==> config.mk <==
export PLATFORM = sky130hd
export DESIGN_NAME = xbar_burst_arbiter_flat
export DESIGN_NICKNAME = d
export VERILOG_FILES = /design/src/rtl/xbar_burst_arbiter_pkg.sv /design/src/rtl/xbar_burst_arbiter_if.sv /design/src/rtl/xbar_burst_arbiter_rr_arb.sv /design/src/rtl/xbar_burst_arbiter.sv /design/src/flat_wrapper.sv
export SDC_FILE = /design/constraint.sdc
export NUM_CORES = 1
export LEC_CHECK = 0
export ABC_AREA = 1
export CELL_PAD_IN_SITES_DETAIL_PLACEMENT = 0
export CELL_PAD_IN_SITES_GLOBAL_PLACEMENT = 1
export CORE_MARGIN = 2
export CORE_UTILIZATION = 44
export CTS_CLUSTER_DIAMETER = 50
export DETAILED_ROUTE_END_ITERATION = 6
export PLACE_DENSITY = 0.91
export SETUP_SLACK_MARGIN = 0.3
export SKIP_LAST_GASP = 1
export SYNTH_ARGS = -nofsm -noshare
export SYNTH_HDL_FRONTEND = slang
export SYNTH_SLANG_ARGS = --single-unit
export TNS_END_PERCENT = 100
==> constraint.sdc <==
create_clock -name clk -period 4.7 [get_ports clk]
set_input_delay 0.47 -clock clk [delete_from_list [all_inputs] [get_ports clk]]
set_output_delay 0.47 -clock clk [all_outputs]
set_load 0.005 [all_outputs]
==> src/rtl/xbar_burst_arbiter_pkg.sv <==
// rtl/xbar_burst_arbiter_pkg.sv - shared sizes, FSM state type and round-robin search for the crossbar arbiter
package xbar_pkg;

  localparam int N  = 4;
  localparam int M  = 4;
  localparam int DW = 2;
  localparam int SW = 2;
  localparam int LW = 4;

  typedef enum logic {
    IDLE = 1'b0,
    BUSY = 1'b1
  } arb_state_e;

  // First set bit of vec scanning upward from ptr+1, wrapping modulo N.
  function automatic logic [SW-1:0] rr_first(input logic [N-1:0] vec, input logic [SW-1:0] ptr);
    logic [SW-1:0] idx;
    logic          hit;
    rr_first = ptr;
    hit      = 1'b0;
    for (int k = 1; k <= N; k++) begin
      idx = SW'((int'(ptr) + k) % N);
      if (!hit && vec[idx]) begin
        rr_first = idx;
        hit      = 1'b1;
      end
    end
  endfunction

endpackage

==> src/rtl/xbar_burst_arbiter_if.sv <==
// rtl/xbar_burst_arbiter_if.sv - request/grant and permission bus between requesters and the arbiter
interface xbar_burst_arbiter_if;
  import xbar_pkg::*;

  logic [N-1:0]    req;
  logic [N*DW-1:0] dest;
  logic [N*LW-1:0] len;
  logic [N-1:0]    beat_valid;
  logic            perm_we;
  logic [SW-1:0]   perm_idx;
  logic [M-1:0]    perm_data;
  logic [N-1:0]    gnt;
  logic [M*SW-1:0] sel;
  logic [M-1:0]    out_busy;
  logic [N-1:0]    deny;

  modport master (
    output req, dest, len, beat_valid, perm_we, perm_idx, perm_data,
    input  gnt, sel, out_busy, deny
  );

  modport slave (
    input  req, dest, len, beat_valid, perm_we, perm_idx, perm_data,
    output gnt, sel, out_busy, deny
  );

endinterface

==> src/rtl/xbar_burst_arbiter_rr_arb.sv <==
// rtl/xbar_burst_arbiter_rr_arb.sv - single-output round-robin pick from a candidate vector
module xbar_rr_arb
  import xbar_pkg::*;
(
  input  logic [N-1:0]  cand,
  input  logic [SW-1:0] ptr,
  output logic          valid,
  output logic [SW-1:0] pick
);

  assign valid = |cand;
  assign pick  = rr_first(cand, ptr);

endmodule

==> src/rtl/xbar_burst_arbiter.sv <==
// rtl/xbar_burst_arbiter.sv - per-output burst-locking round-robin arbiter with permission filter
module xbar_burst_arbiter
  import xbar_pkg::*;
(
  input  logic clk,
  input  logic rst_n,
  xbar_burst_arbiter_if.slave bus
);

  logic [M-1:0]  perm_q  [N];
  arb_state_e    state_q [M];
  arb_state_e    state_d [M];
  logic [SW-1:0] sel_q   [M];
  logic [SW-1:0] sel_d   [M];
  logic [SW-1:0] ptr_q   [M];
  logic [SW-1:0] ptr_d   [M];
  logic [LW-1:0] cnt_q   [M];
  logic [LW-1:0] cnt_d   [M];
  logic [N-1:0]  cand    [M];
  logic [SW-1:0] win_idx [M];
  logic [M-1:0]  win_valid;
  logic [N-1:0]  gnt_w;
  logic [N-1:0]  deny_d;
  logic [N-1:0]  deny_q;

  // Grants are decoded from the output FSMs, so reset clears them without a clock.
  always_comb begin
    gnt_w = '0;
    for (int j = 0; j < M; j++) begin
      if (state_q[j] == BUSY) gnt_w[sel_q[j]] = 1'b1;
    end
  end

  always_comb begin
    deny_d = '0;
    for (int j = 0; j < M; j++) begin
      cand[j] = '0;
      for (int i = 0; i < N; i++) begin
        cand[j][i] = bus.req[i] && (bus.dest[i*DW +: DW] == DW'(j)) && perm_q[i][j] && !gnt_w[i];
      end
    end
    for (int i = 0; i < N; i++) begin
      deny_d[i] = bus.req[i] && !perm_q[i][bus.dest[i*DW +: DW]] && !gnt_w[i];
    end
  end

  for (genvar j = 0; j < M; j++) begin : g_out
    xbar_rr_arb u_arb (
      .cand  (cand[j]),
      .ptr   (ptr_q[j]),
      .valid (win_valid[j]),
      .pick  (win_idx[j])
    );
    assign bus.sel[j*SW +: SW] = sel_q[j];
    assign bus.out_busy[j]     = (state_q[j] == BUSY);
  end

  always_comb begin
    for (int j = 0; j < M; j++) begin
      state_d[j] = state_q[j];
      sel_d[j]   = sel_q[j];
      ptr_d[j]   = ptr_q[j];
      cnt_d[j]   = cnt_q[j];
      case (state_q[j])
        IDLE: begin
          if (win_valid[j]) begin
            state_d[j] = BUSY;
            sel_d[j]   = win_idx[j];
            cnt_d[j]   = bus.len[win_idx[j]*LW +: LW];
          end
        end
        BUSY: begin
          // Dropped request aborts; last beat completes. Either way no arbitration this cycle.
          if (!bus.req[sel_q[j]] || (bus.beat_valid[sel_q[j]] && cnt_q[j] == '0)) begin
            state_d[j] = IDLE;
            ptr_d[j]   = sel_q[j];
          end else if (bus.beat_valid[sel_q[j]]) begin
            cnt_d[j] = cnt_q[j] - 1'b1;
          end
        end
        default: state_d[j] = IDLE;
      endcase
    end
  end

  always_ff @(posedge clk or negedge rst_n) begin
    if (!rst_n) begin
      for (int j = 0; j < M; j++) begin
        state_q[j] <= IDLE;
        sel_q[j]   <= '0;
        ptr_q[j]   <= SW'(N-1);
        cnt_q[j]   <= '0;
      end
      for (int i = 0; i < N; i++) perm_q[i] <= '1;
      deny_q <= '0;
    end else begin
      for (int j = 0; j < M; j++) begin
        state_q[j] <= state_d[j];
        sel_q[j]   <= sel_d[j];
        ptr_q[j]   <= ptr_d[j];
        cnt_q[j]   <= cnt_d[j];
      end
      if (bus.perm_we) begin
        for (int i = 0; i < N; i++) begin
          if (bus.perm_idx == SW'(i)) perm_q[i] <= bus.perm_data;
        end
      end
      deny_q <= deny_d;
    end
  end

  assign bus.gnt  = gnt_w;
  assign bus.deny = deny_q;

endmodule

==> src/flat_wrapper.sv <==
// flat-port wrapper written by rule: the top's interface ports become plain ports
module xbar_burst_arbiter_flat import xbar_pkg::*;
  (clk, rst_n, bus_req, bus_dest, bus_len, bus_beat_valid, bus_perm_we, bus_perm_idx, bus_perm_data, bus_gnt, bus_sel, bus_out_busy, bus_deny);
  xbar_burst_arbiter_if bus_i ();
  input  logic clk;
  input  logic rst_n;
  input wire logic [$bits(bus_i.req)-1:0] bus_req;
  input wire logic [$bits(bus_i.dest)-1:0] bus_dest;
  input wire logic [$bits(bus_i.len)-1:0] bus_len;
  input wire logic [$bits(bus_i.beat_valid)-1:0] bus_beat_valid;
  input wire logic [$bits(bus_i.perm_we)-1:0] bus_perm_we;
  input wire logic [$bits(bus_i.perm_idx)-1:0] bus_perm_idx;
  input wire logic [$bits(bus_i.perm_data)-1:0] bus_perm_data;
  output wire logic [$bits(bus_i.gnt)-1:0] bus_gnt;
  output wire logic [$bits(bus_i.sel)-1:0] bus_sel;
  output wire logic [$bits(bus_i.out_busy)-1:0] bus_out_busy;
  output wire logic [$bits(bus_i.deny)-1:0] bus_deny;
  assign bus_i.req = bus_req;
  assign bus_i.dest = bus_dest;
  assign bus_i.len = bus_len;
  assign bus_i.beat_valid = bus_beat_valid;
  assign bus_i.perm_we = bus_perm_we;
  assign bus_i.perm_idx = bus_perm_idx;
  assign bus_i.perm_data = bus_perm_data;
  assign bus_gnt = bus_i.gnt;
  assign bus_sel = bus_i.sel;
  assign bus_out_busy = bus_i.out_busy;
  assign bus_deny = bus_i.deny;
  xbar_burst_arbiter u_core (.clk(clk), .rst_n(rst_n), .bus(bus_i));
endmodule
Figure 1. Nets reached from selected ports (run 1).
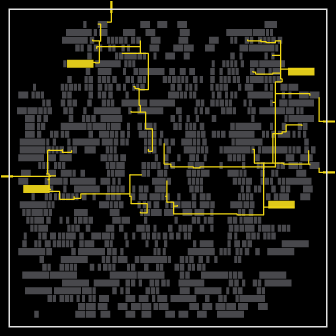
Key: bus_out_busy = yellow [bits 4, direction output, edge 2 east, 1 north, 1 west, end cells 4, buffers 4, wire 497 um]

Figure 2. Metal 3 (run 1).
The bar under the picture is 20 um long.
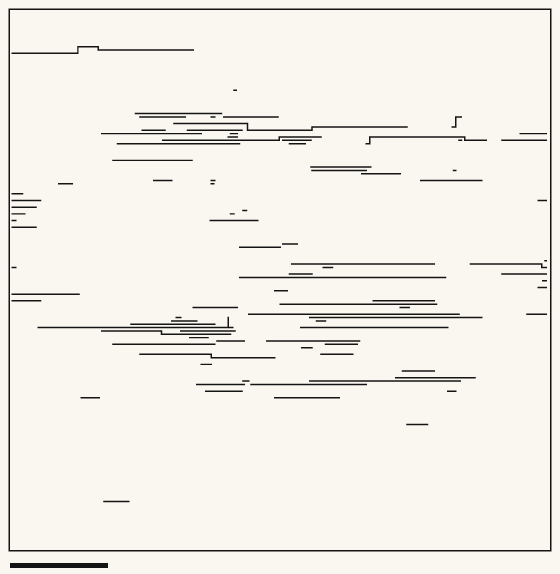
The wires run mostly horizontal. The longest straight run is 42.8 um. The layer holds 6.8% of the routed length.

==> flow_summary.ini, run 1 <==
; yosys + openroad results
[power]
leakage_nw = 2.68
combPwrFrac_pct = 67.6
power.share.sequential_pct = 25.6
power_w = 0.00399
ir_worst_vdd_uv = 375
intPower_w = 0.00179
powerDensity_nw_per_um2 = 716

[logic_synthesis]
top_area_share_pct = 16.3
ys_types = 35
ys_sh_mux_pct = 0
syn-mean-instance-area_um2 = 6.64
synth_cells = 742
syn-num-nets = 791
yosys-stat-cells = 742
synthSimpleGateAreaFrac_pct = 45.3
ys_seq_share_pct = 29.1
topCellsByArea = dfrtp_1 16%, nand2_1 15%, nand3_1 14%, dfstp_2 13%, inv_1 5.3%
edf_count = 0

[routing]
wl_per_cell_um = 15.9
finalWirelength_mm = 14.8
antenna_left = 0
drt-initial-drc-count = 363
drcViolationCount = 1

[floorplanning]
chip_area_um2 = 12100
die_w_um = 110
initCoreUtil_pct = 45.2
pin_count = 61
num_rows = 38
n_tap_cell = 140

[finish]
final_cell_mix = 201 x nand2_1, 137 x nand3_1, 70 x inv_1, 62 x nor2_1, 59 x clkdlybuf4s50_1
nNonClkBuffers = 61
fill_cells = 1099
regArea_um2 = 1430
comb_share_pct = 53.8
buf_share_pct = 10.8
antennaDiodeCount = 0
area_delta_synth_final_pct = 13.3
finish.utilization_pct = 51.2
n_clock_buffer = 7
final_layout_top_logic_cell = nand2_1

[final_timing]
rsz0062_at_grt = false
relSlewSlack_pct = 61.9
finalWorstSetupSlack_ps = 1970
setup_viol = 0
final.min_clock_period_ps = 2730
drv_slew = 0
hold_ws_ps = 126
fmax_mhz = 367

[placed_design]
numPortBuffers = 60
place_hpwl_mm = 11.9
placed_cells = 924
place_congestion = 0.900

[setup_path]
cp.arrival_ps = 3000
endpoint = u_core.cnt_q[3]
end_kind = flip-flop
startpoint_type = flip-flop
regToRegSetupSlack_ps = 1970
worstRegToRegCells = 16

[run]
tool_warnings = 30
max_cap_violations = 0

[worst_hold_path]
hp-class = in2async

[global_route]
grt_overflow = 0
grt_max_degree = 33
antenna_found_initial = 0

[cts]
cts_made_buffers = 5
clkSinkCount = 56
cts_root_buffer = clkbuf_8
cts_tree = done
clock_path_buffers = 2

[outcome]
violations = DRC
outcome = finished, violations left
Figure 3. Placement view (run 1).
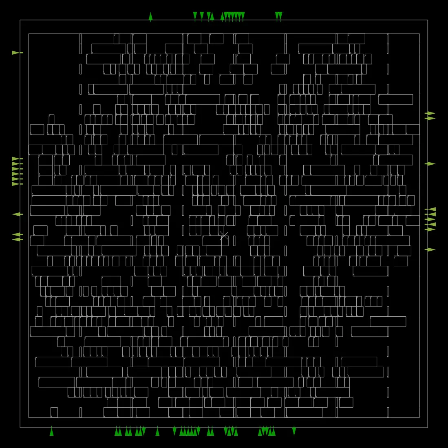
Non-Filler Instances: 931
seq_cells: 56

[run 1: cells in the mapped netlist, types with 2 or more instances]
master / instances
clkbuf_8: 4
nor2_4: 4
inv_2: 6
o21ai_0: 44
nand4_2: 2
nand4_1: 2
inv_1: 70
xnor2_1: 4
o21ai_1: 6
nand2_1: 201
a22o_1: 2
ha_1: 8
buf_2: 2
nor2_1: 62
a21oi_2: 6
buf_6: 10
a21oi_1: 46
a221oi_1: 2
dfstp_2: 24
buf_4: 3
dfrtp_1: 32
nor3_1: 6
xor2_1: 2
nand3_1: 137
o221ai_1: 4
nand2_2: 19
nand2_4: 7
nand3_2: 20
[run 1: sequential cells by signal, summed over array words and instances (netlist names)]
name and flops:
u_core.bus.deny 4, u_core.bus.out_busy 4, u_core.bus.sel 8, u_core.cnt_q 16
u_core.perm_q 16, u_core.ptr_q 8
[run 1: power groups by stage]
stage	Sequential, W	Combinational (W)	Clock, W
global placement	0.00101	0.00261	0
floorplan	0.000843	0.00225	0
detailed placement	0.00102	0.00268	0
finish	0.00102	0.00270	0.000269
CTS	0.00101	0.00269	0.000275
global route	0.00106	0.00306	0.000293
[run 1: routing by layer]
| layer | up-vias | track usage, % | wire length [um] |
|---|---|---|---|
| met5 | - | 0 | 0 |
| met4 | 0 | 7.87 | 359 |
| met3 | 24 | 5.39 | 1000 |
| met2 | 158 | 41.4 | 6840 |
| met1 | 2450 | 34.8 | 6630 |
| li1 | 2552 | - | - |
[run 1: critical path: stages (launching register included)]
cell and delay, ps:
dfrtp_1 660, inv_2 130, nand3_1 90, nand2_1 100
nor2_4 340, nand3_1 160, nand2_1 90, nand2_1 70
nand2_1 110, nand4_2 210, nand2_4 220, nand2_1 70
nand2_1 60, nand2_1 50, nand2_1 100, nand2_1 80
a21oi_2 120
## Run 2: what changed since run 1
--- a/config.mk
+++ b/config.mk
@@ -9,10 +9,10 @@
 export CELL_PAD_IN_SITES_DETAIL_PLACEMENT = 0
 export CELL_PAD_IN_SITES_GLOBAL_PLACEMENT = 1
 export CORE_MARGIN = 2
-export CORE_UTILIZATION = 44
+export CORE_UTILIZATION = 40
 export CTS_CLUSTER_DIAMETER = 50
 export DETAILED_ROUTE_END_ITERATION = 6
-export PLACE_DENSITY = 0.91
+export PLACE_DENSITY = 0.84
 export SETUP_SLACK_MARGIN = 0.3
 export SKIP_LAST_GASP = 1
 export SYNTH_ARGS = -nofsm -noshare
==> constraint.sdc (replaced) <==
create_clock -name clk -period 2.6 [get_ports clk]
set_input_delay 0.26 -clock clk [delete_from_list [all_inputs] [get_ports clk]]
set_output_delay 0.26 -clock clk [all_outputs]
set_load 0.005 [all_outputs]
Figure 4. Gate-type map (run 2).
The bar under the picture is 20 um long.
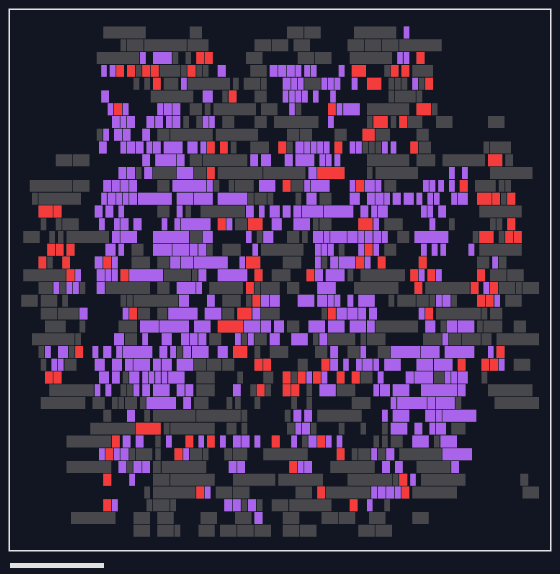
Key: NAND gates = purple [cells 393, most used nand2_1]; inverting AOI/OAI gates = red [cells 110, where all over the die]

Figure 5. Cell area per tile (run 2).
11 x 11 tiles, from black (low) to pale yellow (high), 0 to 100% covered.
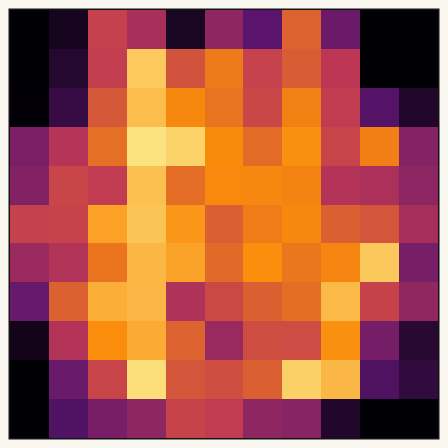
The mean over all tiles is 50%. 18% of the tiles are over 75% full. 9.1% of the tiles are nearly empty. The densest ninth of the die: center. The fullest tile reaches 94%.

==> flow_summary.ini, run 2 <==
; yosys + openroad results
[outcome]
outcome = finished clean

[cts]
clock_path_buffers = 2
cts_made_buffers = 5
clkSinkCount = 56
cts_tree = done

[finish]
final_cell_mix = 170 x nand2_1, 113 x nand3_1, 68 x inv_1, 58 x nor2_1, 58 x clkdlybuf4s50_1
final_layout_top_logic_cell = nand2_1
area_delta_synth_final_pct = 38.3

[setup_path]
crit_family = simple AND/OR/NAND/NOR gates
startpoint_type = flip-flop
path_cells = xor2_2 -> inv_1 -> nand3_4 -> buf_4 -> nand3_1 -> nand3_2 -> nand2_2 -> nor2b_4 -> nand3_1 -> nand3_1 -> a21oi_1
end_kind = flip-flop
slowest_stage = dfstp_2
critPathMaxStageDelay_ps = 730
cp.arrival_ps = 2460
critPathBufInv = 2

[placed_design]
numPortBuffers = 60
placed_cells = 954
place_hpwl_mm = 12.1

[logic_synthesis]
syn-mean-instance-area_um2 = 6.64
ys_seq_share_pct = 29.1
yosys-stat-cells = 742
top_area_share_pct = 16.3
synth_cells = 742
synth.most_common_cell = nand2_1
common_cells = 201 x nand2_1, 137 x nand3_1, 70 x inv_1
syn-num-nets = 791
edf_count = 0
topCellsByArea = dfrtp_1 16%, nand2_1 15%, nand3_1 14%, dfstp_2 13%, inv_1 5.3%

[power]
leakage_nw = 3.18
ir_worst_vdd_uv = 569
powerDensity_nw_per_um2 = 1380

[final_timing]
fmax_mhz = 443
drv_slew = 0
relSlewSlack_pct = 55.2
setup_viol = 0
finalWorstSetupSlack_ps = 340
rsz0062_at_grt = true
hold_ws_ps = 499
final.min_clock_period_ps = 2260

[floorplanning]
chip_area_um2 = 13200
initCoreUtil_pct = 41.0

[global_route]
grt_overflow = 0
antenna_found_initial = 0
grt_max_degree = 32

[routing]
wl_per_cell_um = 16.3
drcViolationCount = 0
finalWirelength_mm = 16.5
antenna_left = 0

[run]
max_cap_violations = 0

[worst_hold_path]
hp-class = reg2reg
Figure 6. Placement view (run 2).
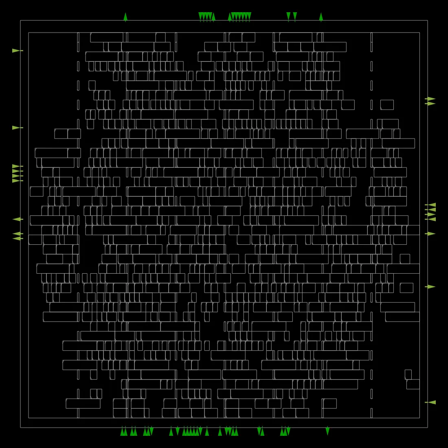
Tapcells: 147
Non-Filler Instances: 1,013
fill cell count: 1,112
row count: 40
final core utilization: 56.7%

## run 2: cell counts after synthesis
Identical to the previous run, type by type.
## run 2: area by class of cell
class	count	area [um2]	share of cell area [%]
clock buffer	7	154	2.26
clock inverter	1	8.76	0.129
inverter	77	295	4.34
multi-input combinational	593	3500	51.5
sequential	56	1440	21.1
tap	147	184	2.70
timing repair buffer	132	1230	18.0
## run 2: cells by family after synthesis
family	count (synthesis)	share of synthesized area, %
simple gates	464	45.3
compound gates	112	12.6
fa+ha+maj	8	2.03
xor+xnor	6	1.07
flops	56	29.1
buf+inv	96	9.93
## run 2: worst paths after layout
check                                              end  depth (start not counted)  slack, ps
worst max-delay path                  u_core.cnt_q[12]                         11        340
worst min-delay path                 u_core.perm_q[11]                          2        500
worst max register to register        u_core.cnt_q[12]                         11        340
worst min register to register       u_core.perm_q[11]                          2        500
max in group asynchronous            u_core.perm_q[14]                          3       1410
min in group asynchronous       u_core.bus.out_busy[3]                          2        510
## run 2: worst min-delay path, delay by kind of cell (launching register included)
kind,cells,cell delay [ps]
DFF,1,380
AOI/OAI and AO/OA,1,70
and+or+nand+nor,1,50
## run 2: power breakdown
group          internal (W)  switching (W)  total [W]
Sequential          0.00130       0.000409    0.00171
Combinational       0.00293        0.00400    0.00693
Clock              0.000422       0.000354   0.000775
Total               0.00465        0.00476    0.00941
## run 2: layer usage
layer	GRT usage [%]	vias to the layer above	routed length, um
met4	8.59	0	376
li1	-	2715	-
met1	30.5	2568	6960
met5	0	-	0
met2	41.1	177	8260
met3	4.74	31	954
Power is estimated from default activity; no workload was simulated.
